**config.mk**
```make
export PLATFORM = sky130hd
export DESIGN_NAME = rgb_enc_scheduler
export DESIGN_NICKNAME = d
export VERILOG_FILES = /design/src/rtl/rgb_pkg.sv /design/src/rtl/enc_sync2.sv /design/src/rtl/rgb_enc_scheduler.sv
export SDC_FILE = /design/constraint.sdc
export NUM_CORES = 1
export LEC_CHECK = 0
export CAP_MARGIN = 20
export CORE_MARGIN = 2
export CORE_UTILIZATION = 58
export DETAILED_ROUTE_END_ITERATION = 12
export DONT_BUFFER_PORTS = 1
export PLACE_DENSITY = 0.74
export SYNTH_ARGS = -nofsm -noshare
export SYNTH_HDL_FRONTEND = slang
export SYNTH_SLANG_ARGS = --single-unit
```
**constraint.sdc**
```tcl
create_clock -name clk -period 4.45 [get_ports clk]
set_input_delay 0.445 -clock clk [delete_from_list [all_inputs] [get_ports clk]]
set_output_delay 0.445 -clock clk [all_outputs]
set_load 0.02 [all_outputs]
```
**src/rtl/rgb_pkg.sv**
```systemverilog
// Shared types and helpers for the RGB mixer encoder front end.
// Decodes a quadrature state transition into a step direction.
package rgb_pkg;

  localparam int NCH_DEF   = 3;
  localparam int WIDTH_DEF = 8;

  typedef enum logic [1:0] {
    STEP_NONE,
    STEP_UP,
    STEP_DN,
    STEP_ERR
  } step_t;

  // Map each state to its position on the Gray ring 00->01->11->10.
  // The position difference mod 4 then gives the step direction directly.
  function automatic step_t quad_step(input logic [1:0] old_s, input logic [1:0] new_s);
    logic [1:0] pos_old;
    logic [1:0] pos_new;
    logic [1:0] diff;
    pos_old = {old_s[1], old_s[1] ^ old_s[0]};
    pos_new = {new_s[1], new_s[1] ^ new_s[0]};
    diff    = pos_new - pos_old;
    case (diff)
      2'd0:    return STEP_NONE;
      2'd1:    return STEP_UP;
      2'd3:    return STEP_DN;
      default: return STEP_ERR;
    endcase
  endfunction

endpackage

```
**src/rtl/enc_sync2.sv**
```systemverilog
// Two-flop synchronizer bank for asynchronous encoder pins.
module enc_sync2 #(
  parameter int W = 2
) (
  input  logic         clk,
  input  logic         rst_n,
  input  logic [W-1:0] d,
  output logic [W-1:0] q
);

  logic [W-1:0] meta;

  // NOTE: sequential state uses non-blocking assignments so every flop samples
  // the pre-edge value; blocking here would collapse the two stages into one.
  always_ff @(posedge clk or negedge rst_n) begin
    if (!rst_n) begin
      meta <= '0;
      q    <= '0;
    end else begin
      meta <= d;
      q    <= meta;
    end
  end

endmodule

```
**src/rtl/rgb_enc_scheduler.sv**
```systemverilog
// Round-robin quadrature encoder front end: one shared debounce/decode path
// serves all channels, each owning a saturating level register.
module rgb_enc_scheduler
  import rgb_pkg::*;
#(
  parameter int NCH      = NCH_DEF,
  parameter int WIDTH    = WIDTH_DEF,
  parameter int SCAN_DIV = 16,
  parameter int DEBOUNCE = 4
) (
  input  logic               clk,
  input  logic               rst_n,
  input  logic               ena,
  input  logic [NCH-1:0]     enc_a,
  input  logic [NCH-1:0]     enc_b,
  input  logic               err_clr,
  output logic [NCH*WIDTH-1:0] level,
  output logic               upd_valid,
  output logic [1:0]         upd_ch,
  output logic [NCH-1:0]     err
);

  localparam int         DIV_W = (SCAN_DIV > 1) ? $clog2(SCAN_DIV) : 1;
  localparam logic [3:0] DEB   = 4'(DEBOUNCE);

  logic [2*NCH-1:0] sync_ab;
  logic [NCH-1:0]   sync_a;
  logic [NCH-1:0]   sync_b;

  enc_sync2 #(.W(2*NCH)) u_sync (
    .clk   (clk),
    .rst_n (rst_n),
    .d     ({enc_b, enc_a}),
    .q     (sync_ab)
  );

  assign sync_a = sync_ab[NCH-1:0];
  assign sync_b = sync_ab[2*NCH-1:NCH];

  logic [DIV_W-1:0] div_cnt;
  logic [1:0]       ptr;
  logic             tick;

  logic [1:0]       stable_q [NCH];
  logic [1:0]       cand_q   [NCH];
  logic [3:0]       cnt_q    [NCH];
  logic             init_q   [NCH];
  logic [WIDTH-1:0] level_q  [NCH];

  assign tick = ena && (div_cnt == DIV_W'(SCAN_DIV - 1));

  // Shared datapath: only the channel under ptr is evaluated each slot.
  logic [1:0]       sample;
  logic [1:0]       nxt_stable;
  logic [1:0]       nxt_cand;
  logic [3:0]       nxt_cnt;
  logic [WIDTH-1:0] nxt_level;
  logic             upd;
  logic             err_set;
  logic [NCH-1:0]   err_nxt;
  step_t            step;

  // NOTE: every always_comb output gets a default first, so no path leaves a
  // value unassigned and no latch is inferred.
  always_comb begin
    sample     = {sync_b[ptr], sync_a[ptr]};
    nxt_stable = stable_q[ptr];
    nxt_cand   = cand_q[ptr];
    nxt_cnt    = cnt_q[ptr];
    nxt_level  = level_q[ptr];
    step       = STEP_NONE;
    upd        = 1'b0;
    err_set    = 1'b0;

    if (!init_q[ptr]) begin
      nxt_stable = sample;
      nxt_cnt    = 4'd0;
    end else if (sample == stable_q[ptr]) begin
      nxt_cnt = 4'd0;
    end else begin
      if (sample != cand_q[ptr]) begin
        nxt_cand = sample;
        nxt_cnt  = 4'd1;
      end else begin
        nxt_cnt = cnt_q[ptr] + 4'd1;
      end
      if (nxt_cnt == DEB) begin
        nxt_stable = sample;
        nxt_cnt    = 4'd0;
        step       = quad_step(stable_q[ptr], sample);
      end
    end

    case (step)
      STEP_UP: if (level_q[ptr] != '1) begin
        nxt_level = level_q[ptr] + WIDTH'(1);
        upd       = 1'b1;
      end
      STEP_DN: if (level_q[ptr] != '0) begin
        nxt_level = level_q[ptr] - WIDTH'(1);
        upd       = 1'b1;
      end
      STEP_ERR: err_set = 1'b1;
      default: ;
    endcase

    // A same-cycle set beats the clear.
    err_nxt = err_clr ? '0 : err;
    if (tick && err_set) err_nxt[ptr] = 1'b1;
  end

  // NOTE: the per-channel arrays are a handful of flops, not a RAM, so they are
  // reset with everything else; that discards any pending candidate on reset.
  always_ff @(posedge clk or negedge rst_n) begin
    if (!rst_n) begin
      div_cnt   <= '0;
      ptr       <= 2'd0;
      upd_valid <= 1'b0;
      upd_ch    <= 2'd0;
      err       <= '0;
      for (int i = 0; i < NCH; i++) begin
        stable_q[i] <= 2'b00;
        cand_q[i]   <= 2'b00;
        cnt_q[i]    <= 4'd0;
        init_q[i]   <= 1'b0;
        level_q[i]  <= '0;
      end
    end else begin
      upd_valid <= 1'b0;
      err       <= err_nxt;
      if (ena) div_cnt <= tick ? '0 : div_cnt + DIV_W'(1);
      if (tick) begin
        stable_q[ptr] <= nxt_stable;
        cand_q[ptr]   <= nxt_cand;
        cnt_q[ptr]    <= nxt_cnt;
        init_q[ptr]   <= 1'b1;
        level_q[ptr]  <= nxt_level;
        upd_valid     <= upd;
        upd_ch        <= ptr;
        ptr           <= (ptr == 2'(NCH - 1)) ? 2'd0 : ptr + 2'd1;
      end
    end
  end

  for (genvar gi = 0; gi < NCH; gi++) begin : g_level
    assign level[gi*WIDTH +: WIDTH] = level_q[gi];
  end

endmodule

```
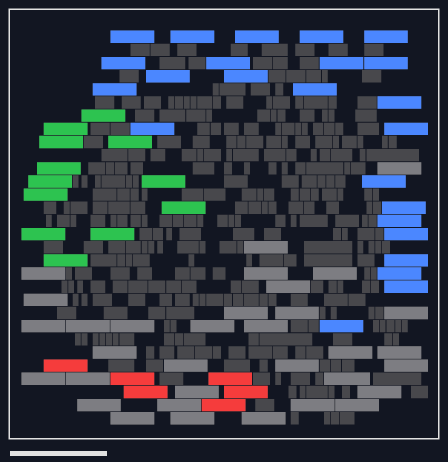
ff_map.png
Bar = 20 um. Other sequential cells in the stronger gray, the rest of the logic in the fainter gray.
- cnt_q: green (flops 12; where left middle)
- level: blue (flops 24)
- u_sync.q: red (flops 6)
- not colored: 33

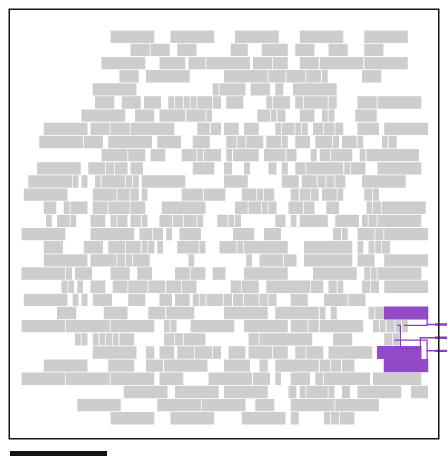
port_trees.png
Bar = 20 um.
- err: purple (direction output; edge right; end cells 3; buffers 0; wire 35.4 um)
Port-buffer cells: 0
IO Count: 40

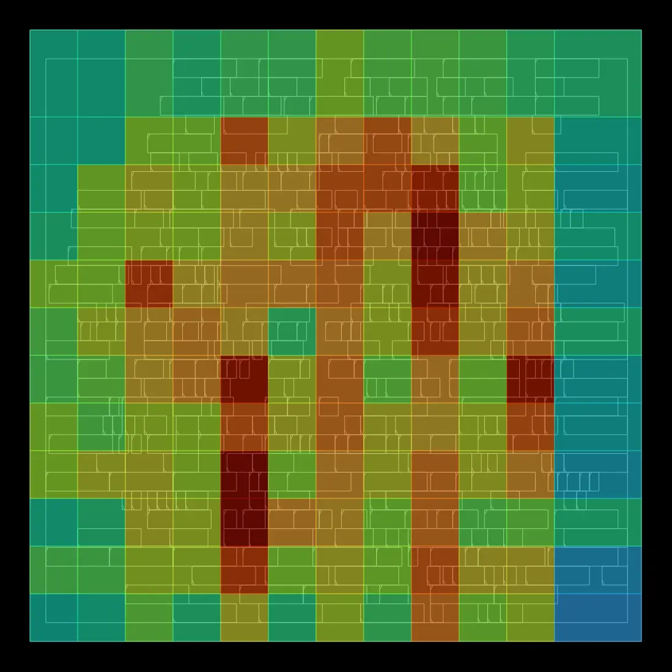
congestion_map.png
GR met1 Demand/Resource: 0.3234
GRT met3 Usage: 0.06250
routed length per instance: 18.12 um
Finished Core Util: 0.6505
total track usage: 0.2420

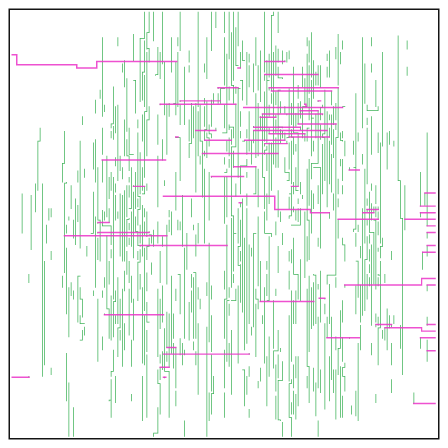
layers.png
Only two layers are drawn.
- M3: magenta (wire length 493 um)
- M2: green (wire length 4170 um)

==> run notes <==
impl run done, here's what came out: Worst VDD drop=245.4 uV, Internal=1368 uW, Post-synth regs=75, Relative slew margins=0.4484, mean post-synth cell area=10.70 um^2, die area=7830 um^2, dpl ws=0.3082 ns, CP peak stage delay=0.60 ns, distinct lib cells=60, Net Sw Frac=0.3719, Final Cycle Share=0.8940, reg2reg start=ptr[1], 1st-pass router iterations=5, delay-heaviest family, CP=AND-OR/OR-AND gates, critical path capture point type=register, R2R Path End=level[19], core area=6869 um^2, yosys xor share=0.02115, Clock Power Share=0.271, RSZ-0062 raised after global routing=false, Req. time, crit path=4.70 ns, Die Height=88.49 um, hold depth=0, clk_skew=0.008561 ns, Crit Path Max Fanout=16, classification of the worst setup path=register to register, yosys adder share=0.03324, f_max=251.4 MHz, comb area leader=AND-OR/OR-AND gates, met2 usage=0.3835, Clock Tree Buf Depth=2, logic gate share of total power=0.339, final slew viol count=0, Pwr Total=2179 uW, Hold WS=0.1068 ns, placed inst area=4207 um^2, # nets final=407, Log Warnings=31, status=finished clean, Final Critical Period=3.978 ns, Crit path arrival time=4.23 ns, # setup viols final=0, setup TNS=0 ns, ys flop type=dfrtp_1, clk sink count=75, Post-synth EDFFs=0, synthesized area=4140 um^2, drc violations=0, Net Sw Power=810.3 uW, Min-Delay Endpoint=u_sync.meta[5], simple share=0.1448, cells in synth_stat.txt=387, sequential power=848 uW, CTS tree=yes, diode count=0, net count after synthesis=408, Leak=0.001952 uW, dominant logic cell type in the layout=dfrtp_1, largest net degree at the start of global routing=76, Hold Path Class=input pin to register, vias in the first global route=2853, gr ovfl total=0, share of cells above drive strength 1=0.2103, Routed Wire Length=8808 um, final worst setup slack=0.4715 ns, YS chip area=4140 um^2, aoi share=0.1587, GRT busiest layer=met2, First DRT Iteration DRCs=291, top power group=registers, P&R area growth vs syn=7.918%, P_clk=591 uW, clock-pin slew on the worst setup and hold paths=0.08 ns, Placed Cells=469, design area=4468 um^2, R2R setup slack=0.47 ns, CP max-delay cell=dfrtp_2, Pre-Place Util=0.6027
-- flip-flops by register name, indices dropped and copies added (netlist names) --
signal	cells
div_cnt	4
upd_valid	1
cnt_q	12
u_sync.meta	6
init_q	3
u_sync.q	6
err	3
ptr	2
stable_q	6
level	24
upd_ch	2
cand_q	6
-- per-layer routing --
metal,wire [um],part of all wire
met4,178,0.020
met2,4172,0.47
met5,0,0
met3,492,0.056
met1,3966,0.45
-- logic make-up after synthesis --
| kind of cell | after synthesis |
|---|---|
| XOR/XNOR | 10 |
| AND-OR/OR-AND | 80 |
| AND/OR/NAND/NOR | 119 |
| buffers and inverters | 34 |
| flip-flops | 75 |
| multiplexers | 58 |
| adder cells (fa/ha/maj) | 11 |
-- synth_stat cells, types with 3 or more instances --
cell type,instances,area share
mux2i_1,29,0.070
dfrtp_1,75,0.45
mux2_2,29,0.079
nand2b_1,5,0.0076
xnor2_1,6,0.013
o21ai_0,14,0.017
nand3_1,7,0.0085
a21oi_1,14,0.017
o31ai_1,4,0.0073
a311oi_1,3,0.0063
o2bb2ai_1,6,0.013
and2_1,5,0.0076
buf_4,5,0.0091
o2bb2ai_2,8,0.029
xor2_1,4,0.0085
nor3_1,5,0.0060
a21oi_2,4,0.0085
ha_1,11,0.033
nand2_1,53,0.048
inv_1,11,0.010
nand4_1,4,0.0060
a31oi_1,4,0.0060
buf_2,3,0.0036
clkbuf_1,10,0.0091
nor2_1,23,0.021
o21ai_1,4,0.0048
-- what timing repair did --
action,CTS,global route
setup endpoints to repair,0,7
hold buffers,2,0
endpoints found under the hold margin,75,0
resized,0,1
-- area by class of cell --
cell class	instances	area [um^2]
clock buffers	10	137.6
clock inverters	5	85.08
flip-flops and latches	75	1878
well taps	96	120.1
repair buffers	9	90.09
multi-input cells	278	2108
inverters	13	48.80
fillers	534	2401
Power figures rest on the tool's default switching activity, not on a simulated workload.
